### config.mk
export PLATFORM = sky130hd
export DESIGN_NAME = fft8_serial
export DESIGN_NICKNAME = d
export VERILOG_FILES = /design/src/rtl/fft8_serial.sv
export SDC_FILE = /design/constraint.sdc
export NUM_CORES = 2
export LEC_CHECK = 0
export CAP_MARGIN = 40
export CORE_ASPECT_RATIO = 1.25
export CORE_MARGIN = 2
export CORE_UTILIZATION = 45
export CTS_BUF_LIST = sky130_fd_sc_hd__clkbuf_8
export DETAILED_ROUTE_END_ITERATION = 6
export GPL_ROUTABILITY_DRIVEN = 0
export SKIP_CTS_REPAIR_TIMING = 1
export SLEW_MARGIN = 0
export SYNTH_ARGS = -nofsm -noshare
export SYNTH_HDL_FRONTEND = slang
export SYNTH_SLANG_ARGS = --single-unit
### constraint.sdc
create_clock -name clk -period 16.5 [get_ports clk]
set_clock_uncertainty 0.15 [all_clocks]
set_input_delay 4.125 -clock clk [delete_from_list [all_inputs] [get_ports clk]]
set_output_delay 4.125 -clock clk [all_outputs]
set_load 0.02 [all_outputs]
### src/rtl/fft8_serial.sv
// fft8_serial: 8-point radix-2 DIT FFT built around one time-shared butterfly.
// One frame is loaded in bit-reversed order, transformed in place over twelve
// butterfly cycles (each stage halves the data), then streamed out in natural
// order with a valid/ready handshake. Every bin is X[k]/8, saturated to 16 bits.
module fft8_serial #(
    parameter bit OFFSET_BINARY = 1'b1
) (
    input  logic        clk,
    input  logic        rst_n,
    input  logic        start,
    input  logic [15:0] in_0,
    input  logic [15:0] in_1,
    input  logic [15:0] in_2,
    input  logic [15:0] in_3,
    input  logic [15:0] in_4,
    input  logic [15:0] in_5,
    input  logic [15:0] in_6,
    input  logic [15:0] in_7,
    output logic        busy,
    output logic        out_valid,
    input  logic        out_ready,
    output logic [2:0]  out_idx,
    output logic [15:0] out_re,
    output logic [15:0] out_im
);

    typedef enum logic [1:0] {S_IDLE, S_LOAD, S_BFLY, S_OUT} state_t;

    state_t             r_state, w_next;
    logic [1:0]         r_s, r_b;
    logic [2:0]         r_idx;
    logic signed [15:0] r_re [8];
    logic signed [15:0] r_im [8];
    logic signed [15:0] r_out_re, r_out_im;

    logic [15:0]        w_x   [8];
    logic signed [15:0] w_smp [8];
    logic [2:0]         w_top, w_bot;
    logic [1:0]         w_k;
    logic signed [15:0] w_w_re, w_w_im;
    logic signed [15:0] w_a_re, w_a_im, w_b_re, w_b_im;
    logic signed [33:0] w_pr, w_pi;
    logic signed [17:0] w_t_re, w_t_im;
    logic signed [18:0] w_sum_re, w_sum_im, w_dif_re, w_dif_im;
    logic               w_last_bfly, w_hs;

    function automatic logic [2:0] bitrev3(input logic [2:0] j);
        return {j[0], j[1], j[2]};
    endfunction

    function automatic logic signed [15:0] sat16(input logic signed [18:0] v);
        if (v > 19'sd32767)       return 16'sh7FFF;
        else if (v < -19'sd32768) return 16'sh8000;
        else                      return v[15:0];
    endfunction

    assign w_x = '{in_0, in_1, in_2, in_3, in_4, in_5, in_6, in_7};

    assign w_last_bfly = (r_s == 2'd2) && (r_b == 2'd3);
    assign w_hs        = out_valid && out_ready;

    assign busy      = (r_state != S_IDLE);
    assign out_valid = (r_state == S_OUT);
    assign out_idx   = r_idx;
    assign out_re    = r_out_re;
    assign out_im    = r_out_im;

    // Convert raw samples to signed values (offset-binary flips the MSB).
    always_comb begin
        for (int j = 0; j < 8; j++) begin
            if (OFFSET_BINARY) w_smp[j] = {~w_x[j][15], w_x[j][14:0]};
            else               w_smp[j] = w_x[j];
        end
    end

    // Butterfly addressing and twiddle selection for stage s, butterfly b.
    always_comb begin
        // NOTE: every output gets a default first so no path leaves it unassigned (no latch).
        w_top = 3'd0;
        w_bot = 3'd0;
        w_k   = 2'd0;
        case (r_s)
            2'd0: begin
                w_top = {r_b, 1'b0};
                w_bot = {r_b, 1'b1};
            end
            2'd1: begin
                w_top = {r_b[1], 1'b0, r_b[0]};
                w_bot = {r_b[1], 1'b1, r_b[0]};
                w_k   = {r_b[0], 1'b0};
            end
            default: begin
                w_top = {1'b0, r_b};
                w_bot = {1'b1, r_b};
                w_k   = r_b;
            end
        endcase
        case (w_k)
            2'd0:    begin w_w_re =  16'sd16384; w_w_im =  16'sd0;     end
            2'd1:    begin w_w_re =  16'sd11585; w_w_im = -16'sd11585; end
            2'd2:    begin w_w_re =  16'sd0;     w_w_im = -16'sd16384; end
            default: begin w_w_re = -16'sd11585; w_w_im = -16'sd11585; end
        endcase
    end

    // Complex multiply B*W in Q1.14 (floor), then scaled and saturated A+t / A-t.
    always_comb begin
        w_a_re   = r_re[w_top];
        w_a_im   = r_im[w_top];
        w_b_re   = r_re[w_bot];
        w_b_im   = r_im[w_bot];
        w_pr     = 34'(w_b_re) * 34'(w_w_re) - 34'(w_b_im) * 34'(w_w_im);
        w_pi     = 34'(w_b_re) * 34'(w_w_im) + 34'(w_b_im) * 34'(w_w_re);
        w_t_re   = 18'(w_pr >>> 14);
        w_t_im   = 18'(w_pi >>> 14);
        w_sum_re = 19'(w_a_re) + 19'(w_t_re);
        w_sum_im = 19'(w_a_im) + 19'(w_t_im);
        w_dif_re = 19'(w_a_re) - 19'(w_t_re);
        w_dif_im = 19'(w_a_im) - 19'(w_t_im);
    end

    // FSM state register.
    always_ff @(posedge clk or negedge rst_n) begin
        // NOTE: sequential state uses non-blocking assignments so every register samples pre-edge values.
        if (!rst_n) r_state <= S_IDLE;
        else        r_state <= w_next;
    end

    // FSM next-state logic; start only matters while idle.
    always_comb begin
        w_next = r_state;
        case (r_state)
            S_IDLE: if (start) w_next = S_LOAD;
            S_LOAD: w_next = S_BFLY;
            S_BFLY: if (w_last_bfly) w_next = S_OUT;
            S_OUT:  if (w_hs && (r_idx == 3'd7)) w_next = S_IDLE;
            default: w_next = S_IDLE;
        endcase
    end

    // Register file, butterfly counters and registered output bin.
    always_ff @(posedge clk or negedge rst_n) begin
        if (!rst_n) begin
            // NOTE: the register file is reset so an aborted frame can never leak old data.
            for (int j = 0; j < 8; j++) begin
                r_re[j] <= '0;
                r_im[j] <= '0;
            end
            r_s      <= 2'd0;
            r_b      <= 2'd0;
            r_idx    <= 3'd0;
            r_out_re <= '0;
            r_out_im <= '0;
        end else begin
            case (r_state)
                S_LOAD: begin
                    for (int j = 0; j < 8; j++) begin
                        r_re[j] <= w_smp[bitrev3(3'(j))];
                        r_im[j] <= '0;
                    end
                    r_s <= 2'd0;
                    r_b <= 2'd0;
                end
                S_BFLY: begin
                    r_re[w_top] <= sat16(w_sum_re >>> 1);
                    r_im[w_top] <= sat16(w_sum_im >>> 1);
                    r_re[w_bot] <= sat16(w_dif_re >>> 1);
                    r_im[w_bot] <= sat16(w_dif_im >>> 1);
                    r_b <= r_b + 2'd1;
                    if (r_b == 2'd3) r_s <= r_s + 2'd1;
                    // The last butterfly touches entries 3 and 7, so entry 0 is already final.
                    if (w_last_bfly) begin
                        r_idx    <= 3'd0;
                        r_out_re <= r_re[0];
                        r_out_im <= r_im[0];
                    end
                end
                S_OUT: begin
                    if (w_hs) begin
                        r_idx    <= r_idx + 3'd1;
                        r_out_re <= r_re[r_idx + 3'd1];
                        r_out_im <= r_im[r_idx + 3'd1];
                    end
                end
                default: ;
            endcase
        end
    end

endmodule

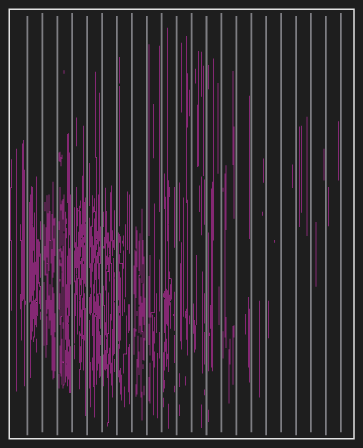
*Metal 4*
Supply wires on this layer in grey.
The longest straight run is 220 um. The wires run mostly vertical.

==> impl_metrics.env <==
# flow metrics
export IMPL_non_clock_buffer_count=336
export IMPL_hold_ws_ns=0.340
export IMPL_diodes=5
export IMPL_inverters=1223
export IMPL_drc=4
export IMPL_clk_share_pct=1.93
export IMPL_fp_dieW_um=312
export IMPL_synthArstFlopShare_pct=100
export IMPL_h_tree_depth=2
export IMPL_comb_cells=4146
export IMPL_maxSlewViolCount=0
export IMPL_ys_cells=5937
export IMPL_tap_cells=1573
export IMPL_comb_area_share_pct=68.9
export IMPL_final_hold_viol_count=0
export IMPL_relSlewSlack_pct=33.1
export IMPL_synthCells=5937
export IMPL_wl_met1_mm=73.8
export IMPL_max_clock_path_buffers=3
export IMPL_setup_tns_ns=0
export IMPL_drive_above_1_share_pct=7.64
export IMPL_use_met2_pct=52.0
export IMPL_rsz0062_at_grt="false"
export IMPL_critical_path_startpoint="r_s[0]"
export IMPL_cts_tree="built"
export IMPL_nets=7509
export IMPL_ys_top_logic_family="adder cells"
export IMPL_hold_path_endpoint="out_im[11]"
export IMPL_grt_pass1_wl_mm=303
export IMPL_violations="design-rule violations"
export IMPL_fp_util_pct=45.3
export IMPL_vias=46256
export IMPL_wl_met2_mm=90.9
export IMPL_clock_root_buffer="clkbuf_8"
export IMPL_ant_nets=0
export IMPL_worstSetupPathType="reg -> reg"
export IMPL_overflow=0
export IMPL_reg_largest_list="r_im x128, r_re x128"
export IMPL_finalClockPeriodUsage_pct=92.2
export IMPL_critPathBufInv=6
export IMPL_first_global_vias=47265
export IMPL_fmax_ghz=0.0657
export IMPL_wl_met3_mm=20.7
export IMPL_cp_common_cell="fa_1"
export IMPL_wl_per_cell_um=26.3
export IMPL_flop_count=297
export IMPL_cp_max_fo=36
export IMPL_setup_viol_count_final=0
export IMPL_syn_area_per_cell_um2=9.00
export IMPL_logic_area_um2=40500
export IMPL_r2r_start="r_s[0]"
export IMPL_worst_ep_required_time_ns=16.96
export IMPL_crit_cells=41
export IMPL_antenna_found_initial=6
export IMPL_hold_path_class="reg -> reg"
export IMPL_pin_count=169
export IMPL_final_area_um2=58800
export IMPL_stdcell_count=7675
export IMPL_end_kind="flip-flop"
export IMPL_final_util_pct=49.8
export IMPL_crit_family="adder cells"
export IMPL_top_usage_layer="met2"
export IMPL_hold_depth=2
export IMPL_viasPerCell=6.03
export IMPL_worst_pin_slew_ns=0.975
export IMPL_placed_cells=7562
export IMPL_port_buffers=168
export IMPL_ys_area_um2=53400
export IMPL_cts_clk_slew_worst_paths_ns=0.06
export IMPL_drtPass1Iterations=7
export IMPL_dominant_cells="combinational gates"
export IMPL_top_layer_used="met5"
export IMPL_r2r_setup_slack_ns=1.28
export IMPL_status="complete, but fails checks"
export IMPL_xor_area_share_pct=3.28
export IMPL_cp_start_kind="flip-flop"
export IMPL_syn2layout_area_growth_pct=10.0
export IMPL_edf_count=0
export IMPL_cp_arrival_ns=15.69
export IMPL_core_area_um2=118000
export IMPL_final_nonclk_buf_share_pct=5.37
export IMPL_ys_flops=297
export IMPL_grt_util_all_layers_pct=33.4
export IMPL_die_area_um2=122000
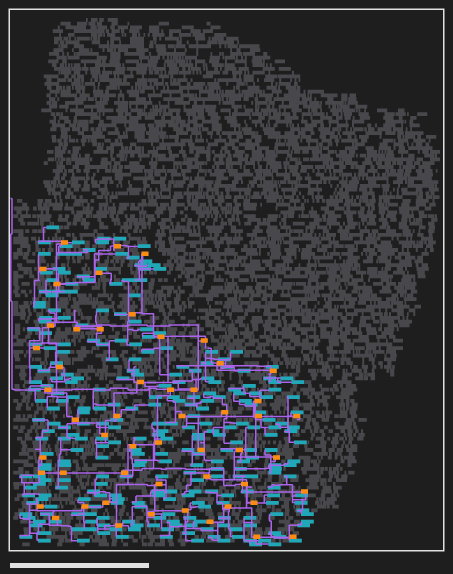
*Clock network drawn from the DEF*
The bar under the picture is 100 um long.
Orange marks cells driving clock nets, count 53. Cyan marks flip-flops, count 297. Purple marks clock wires, length 5,090 um.
There are 54 routed clock nets.
clk ins delay skew pair: 0.71 ns

-- cells in the mapped netlist (44+ instances only) --
cell / number / share of area (%)
a21o_1: 44 / 0.62
a21oi_1: 219 / 2.1
a221oi_1: 45 / 0.74
and2_1: 49 / 0.57
clkbuf_1: 211 / 1.5
dfrtp_1: 297 / 14
fa_1: 825 / 31
ha_1: 495 / 12
inv_1: 1217 / 8.5
mux2i_1: 48 / 0.90
mux4_2: 64 / 2.7
nand2_1: 591 / 4.2
nand2b_1: 47 / 0.55
nand3_1: 91 / 0.85
nor2_1: 309 / 2.2
nor3_1: 125 / 1.2
o21ai_0: 248 / 2.3
o221ai_1: 130 / 2.1
o22ai_1: 103 / 1.2
xnor2_1: 144 / 2.4
xor2_1: 54 / 0.89
